Sequential cells coloured by netlist name:
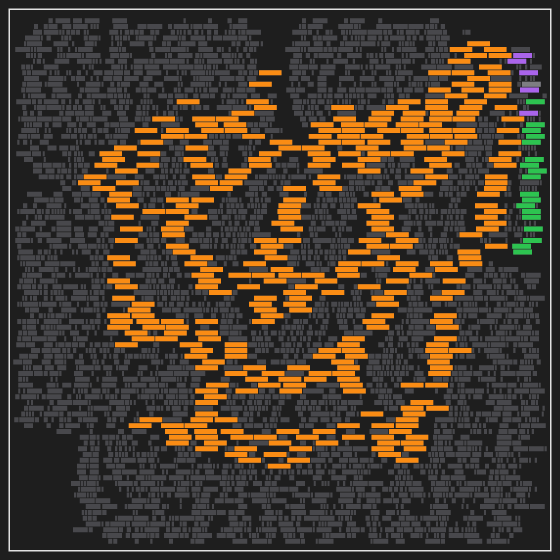
Clock nets:
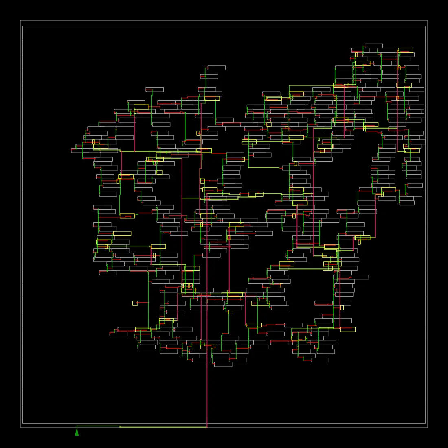
Clock distribution:
The bar under the picture is 100 um long.
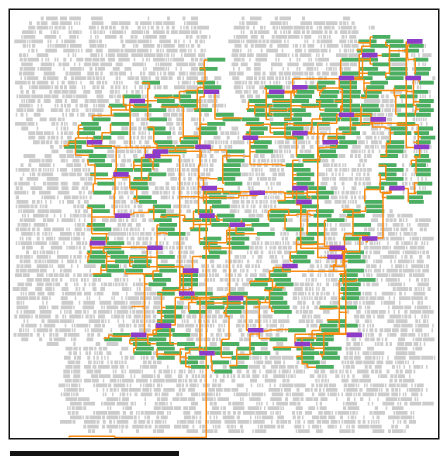
--- src/rtl/conv_kxk_mac.sv ---
// conv_kxk_mac: pipelined KxK convolution multiply-accumulate.
// The window products are reduced by a registered binary adder tree.
// Results are accumulated over CIN channel windows, then saturated to OW bits.
// Optional feature macro: CONV_RELU_EN applies ReLU to the saturated output.
// Pipeline: M (products) -> TL tree levels -> A (accumulate / output).
// A single stall (out_valid && !out_ready) freezes every stage together.
module conv_kxk_mac #(
  parameter int K    = 3,
  parameter int DW   = 8,
  parameter int WW   = 8,
  parameter int CIN  = 1,
  parameter int ACCW = 32,
  parameter int OW   = 18
) (
  input  logic                                      clk,
  input  logic                                      rst_n,
  input  logic                                      in_valid,
  output logic                                      in_ready,
  input  logic [K*K*DW-1:0]                         ifm_win,
  input  logic [K*K*WW-1:0]                         weight_win,
  output logic                                      out_valid,
  input  logic                                      out_ready,
  output logic [OW-1:0]                             ofm,
  output logic [((CIN > 1) ? $clog2(CIN) : 1)-1:0]  ch_idx
);

  localparam int NE = K * K;
  localparam int TL = $clog2(NE);
  localparam int PW = DW + WW + 1;
  localparam int SW = PW + TL;
  localparam int CW = (CIN > 1) ? $clog2(CIN) : 1;

  localparam logic signed [ACCW-1:0] OMAX = {{(ACCW-OW+1){1'b0}}, {(OW-1){1'b1}}};
  localparam logic signed [ACCW-1:0] OMIN = {{(ACCW-OW+1){1'b1}}, {(OW-1){1'b0}}};

  // Number of nodes at tree level l (level 0 holds the products).
  function automatic int lvl_n(input int l);
    return (NE + (1 << l) - 1) >> l;
  endfunction

  // Clamp an accumulator value into the signed OW-bit range.
  function automatic logic signed [OW-1:0] sat_ow(input logic signed [ACCW-1:0] v);
    if (v > OMAX)      return OMAX[OW-1:0];
    else if (v < OMIN) return OMIN[OW-1:0];
    else               return v[OW-1:0];
  endfunction

`ifdef CONV_RELU_EN
  // Rectify the final saturated value.
  function automatic logic signed [OW-1:0] relu_ow(input logic signed [OW-1:0] v);
    return v[OW-1] ? '0 : v;
  endfunction
`endif

  logic stall;
  logic en;

  assign stall    = out_valid && !out_ready;
  assign en       = !stall;
  assign in_ready = en;

  genvar l, j;
  for (l = 0; l <= TL; l++) begin : lvl
    localparam int N = lvl_n(l);
    localparam int W = PW + l;
    logic vld;

    if (l == 0) begin : g_in
      // ---- stage M: one registered product per window element ----
      for (j = 0; j < N; j++) begin : g_node
        logic signed [W-1:0] r;
        // Signed product of the zero-extended ifm element and its weight.
        always_ff @(posedge clk) begin
          if (en)
            r <= PW'($signed({1'b0, ifm_win[j*DW +: DW]})) * PW'($signed(weight_win[j*WW +: WW]));
        end
      end
      // Stage M valid bit follows the input handshake.
      always_ff @(posedge clk or negedge rst_n) begin
        if (!rst_n)  vld <= 1'b0;
        else if (en) vld <= in_valid;
      end
    end else begin : g_in
      // ---- stage T level l: pairwise sums, odd tail passed through ----
      localparam int NP = lvl_n(l - 1);
      for (j = 0; j < N; j++) begin : g_node
        logic signed [W-1:0] r;
        if (2*j + 1 < NP) begin : g_pair
          // Sign-extending add of two nodes from the level below.
          always_ff @(posedge clk) begin
            if (en)
              r <= W'(lvl[l-1].g_in.g_node[2*j].r) + W'(lvl[l-1].g_in.g_node[2*j+1].r);
          end
        end else begin : g_pass
          // Unpaired node is registered unchanged, only widened.
          always_ff @(posedge clk) begin
            if (en) r <= W'(lvl[l-1].g_in.g_node[2*j].r);
          end
        end
      end
      // Valid bit shifts one tree level per unstalled cycle.
      always_ff @(posedge clk or negedge rst_n) begin
        if (!rst_n)  vld <= 1'b0;
        else if (en) vld <= lvl[l-1].vld;
      end
    end
  end

  // ---- stage A: channel accumulation, saturation, output register ----
  logic signed [SW-1:0]   sum_t;
  logic                   vld_t;
  logic [CW-1:0]          cnt;
  logic signed [ACCW-1:0] acc;
  logic signed [ACCW-1:0] base;
  logic signed [ACCW-1:0] total;
  logic signed [OW-1:0]   fin;
  logic                   last;

  assign sum_t  = lvl[TL].g_in.g_node[0].r;
  assign vld_t  = lvl[TL].vld;
  assign ch_idx = cnt;

  // Combine tree output with the running channel sum and form the final value.
  always_comb begin
    last  = (cnt == CW'(CIN - 1));
    base  = (cnt == '0) ? '0 : acc;
    total = base + ACCW'(sum_t);
`ifdef CONV_RELU_EN
    fin   = relu_ow(sat_ow(total));
`else
    fin   = sat_ow(total);
`endif
  end

  // Channel counter, partial sum and output register; all frozen on stall.
  always_ff @(posedge clk or negedge rst_n) begin
    if (!rst_n) begin
      cnt       <= '0;
      acc       <= '0;
      ofm       <= '0;
      out_valid <= 1'b0;
    end else if (en) begin
      out_valid <= vld_t && last;
      if (vld_t) begin
        if (last) begin
          ofm <= fin;
          cnt <= '0;
          acc <= '0;
        end else begin
          acc <= total;
          cnt <= cnt + CW'(1);
        end
      end
    end
  end

endmodule

--- config.mk ---
export PLATFORM = sky130hd
export DESIGN_NAME = conv_kxk_mac
export DESIGN_NICKNAME = d
export VERILOG_FILES = /design/src/rtl/conv_kxk_mac.sv
export SDC_FILE = /design/constraint.sdc
export NUM_CORES = 2
export LEC_CHECK = 0
export CORE_UTILIZATION = 60
export DETAILED_ROUTE_END_ITERATION = 12
export DONT_BUFFER_PORTS = 1
export GPL_ROUTABILITY_DRIVEN = 0
export GPL_TIMING_DRIVEN = 0
export PLACE_DENSITY_LB_ADDON = 0.1
export SLEW_MARGIN = 10
export SYNTH_ARGS = -nofsm -noshare
export SYNTH_HDL_FRONTEND = slang
export SYNTH_SLANG_ARGS = --single-unit
--- constraint.sdc ---
create_clock -name clk -period 12.75 [get_ports clk]
set_input_delay 3.1875 -clock clk [delete_from_list [all_inputs] [get_ports clk]]
set_output_delay 3.1875 -clock clk [all_outputs]
set_load 0.005 [all_outputs]
==> Slide: Implementation Results <==
Physical Implementation Snapshot

Flow run
  – Max cap viols: 0

Synth
  – Post-synth cell types: 82
  – Yosys warnings: 0
  – Syn Area/Cell: 10.22 um2
  – Synth Register Bits: 379
  – Yosys top cell area share: 28.00%
  – # Cells Yosys: 3727
  – Sequential fraction of the synthesis area: 29.58%
  – Asr flop ratio synth: 6.332%
  – Mapped Area: 38070 um2
  – Yosys chip area: 38070 um2

Timing
  – Worst Max-Slew Pin Slew: 0.7766 ns
  – Setup Viol. Count Final: 0
  – Final Max Tran Viols: 0
  – Minimum clock period: 8.074 ns
  – Max_slew headroom: 48.23%
  – FMAX: 0.1239 GHz
  – Final Hold Violation Tally: 0
  – Setup TNS: 0 ns
  – Final period utilization: 63.32%

Worst setup path
  – Element type at the critical path end: output pin
  – Crit path DRT: 9.56 ns
  – CP max FO: 131
  – Arrival time worst endpoint: 4.89 ns

Die
  – Die width: 253.9 um
  – # rows: 91
  – Area of the core: 62170 um2

CTS
  – CTS tree: built
  – Clock root buffer: clkbuf_16
  – Postcts setup bufs: 0
  – CTS resizes: 0
  – Htree depth: 2

Min path
  – HP Class: reg2reg

Global route
  – All-layer global routing usage: 23.45%
  – GRT busiest layer: met2
  – Largest net degree at the start of global routing: 141
  – Met2 GRT Util: 41.51%
  – Aggregate global routing overflow: 0
  – Antenna violations before repair: 0

Finish
  – Area growth syn-to-layout: 6.395%
  – Commonest Layout Cell: inv_1
  – Commonest cells after routing, fill and taps aside: inv_1, ha_1, and2_1, edfxtp_1, fa_1

Placed design
  – Detailed Place HPWL: 59130 um
  – I/O Buffers: 0

Routing
  – Drc violations: 0
  – Routed vias: 25975
  – Detailed-route wire length per cell: 15.75 um
  – Antenna-violating nets left: 0
  – Drt first pass iters: 5

Pwr
  – Share of power burned in combinational logic: 60.3%
  – Pint: 5.692 mW
  – Leakage power: 18.92 nW

Run status
  – Outcome: finished clean
Notes on 'sequential cells coloured by netlist name' above:
legend:
  ofm:
    colour: green
    flops: 18
  lvl.g_in.g_node.r:
    colour: orange
    flops: 355
  lvl.vld:
    colour: purple
    flops: 5
    where: north-east
Util after Layout: 65.16%
Flop area: 11260 um2
Seq/total area: 27.80%

Notes on 'clock nets' above:
clk pwr: 1.16 mW
total CTS buffers: 42
clk_lat worst skew: 0.56 ns

Notes on 'clock distribution' above:
legend:
  clock wires:
    colour: orange
    length: 4740 um
  flip-flops:
    colour: green
    count: 379
  clock-net drivers:
    colour: purple
    count: 42
routed clock nets: 43
skew final: 0.01218 ns
Clock power frac: 11.7%

sequential cells by signal, indices dropped and copies added, names as in the netlist:
| name | flops |
|---|---|
| lvl.g_in.g_node.r | 355 |
| out_valid | 1 |
| ofm | 18 |
| lvl.vld | 5 |
routing by layer:
metal	up-vias	part of all wire (%)
li1	12621	-
met5	-	0
met1	12684	45
met4	0	1.6
met3	92	4.1
met2	578	50
cell type report:
class	count	area, um2
multi-input cells	2744	24540
clock buffers	48	1074
inverters	581	2193
well taps	837	1047
clock inverters	30	246.5
repair buffers	2	55.05
plain buffers	23	90.09
fillers	4940	21660
flip-flops and latches	379	11260
synth_stat cells, types with 12 or more instances:
cell type    n
inv_1      580
ha_1       530
and2_1     369
edfxtp_1   355
fa_1       341
nand2_1    297
nor2_1     213
a21oi_1    153
xnor2_1    137
o21ai_0     90
nor3_1      62
o21a_1      59
a21o_1      56
xor2_1      55
nand2b_1    44
nand3_1     36
nor2b_1     35
o21ai_1     32
dfrtp_1     24
o21bai_1    23
clkbuf_1    22
a211oi_1    17
a31oi_1     15
nand4_1     14
o31a_1      14
nor4_1      12
power groups by stage:
| stage | registers [mW] | logic (mW) | clock network, mW |
|---|---|---|---|
| final | 2.75 | 5.94 | 1.16 |
| after global routing | 2.81 | 6.74 | 1.23 |
| after CTS | 2.77 | 5.95 | 1.19 |
| after detailed placement | 2.78 | 5.88 | 0 |
| after global placement | 2.84 | 5.69 | 0 |
| after floorplan | 2.69 | 4.70 | 0 |
final timing paths:
path	from	to	slack (ns)	depth (start not counted)
min in group asynchronous	rst_n	ofm[4]	2.32	0
setup reg to reg	lvl[0].g_in.g_node[1].r[0]	lvl[1].g_in.g_node[0].r[16]	9.69	10
hold reg to reg	lvl[0].g_in.g_node[8].r[11]	lvl[1].g_in.g_node[4].r[11]	0.42	0
setup / recovery	out_ready	in_ready	4.68	3
max in group asynchronous	rst_n	lvl[1].vld	10.36	0
hold / removal	lvl[0].g_in.g_node[8].r[11]	lvl[1].g_in.g_node[4].r[11]	0.42	0
stage by stage:
step | hold WS, ns | setup slack, ns | std cells | cell area [um2] | power [mW]
2_1_floorplan | 0.4003 | 2.807 | 3727 | 38070 | 7.389
3_3_place_gp | 0.4036 | 1.668 | 4564 | 39120 | 8.534
3_5_place_dp | 0.4045 | 4.669 | 4566 | 39190 | 8.659
4_1_cts | 0.4194 | 4.672 | 4644 | 40510 | 9.901
5_1_grt | 0.4246 | 4.548 | 4644 | 40510 | 10.78
6_report | 0.4174 | 4.676 | 4644 | 40510 | 9.852
worst max-delay path: stages:
cell	delay (ns)
nor2b_1	0.57
clkinv_8	0.53
buf_16	0.42
kinds of logic (layout without fill, tap and decap cells):
family | count (synthesis) | count (layout) | share of synthesized area (%)
AND-OR/OR-AND | 552 | 552 | 9.609
other | 1 | 1 | 0.009850
adder cells (fa/ha/maj) | 871 | 871 | 35.35
AND/OR/NAND/NOR | 1122 | 1122 | 14.91
flip-flops | 379 | 379 | 29.58
multiplexers | 6 | 6 | 0.1643
XOR/XNOR | 192 | 192 | 4.417
buffers and inverters | 604 | 684 | 5.965
Power figures rest on the tool's default switching activity, not on a simulated workload.
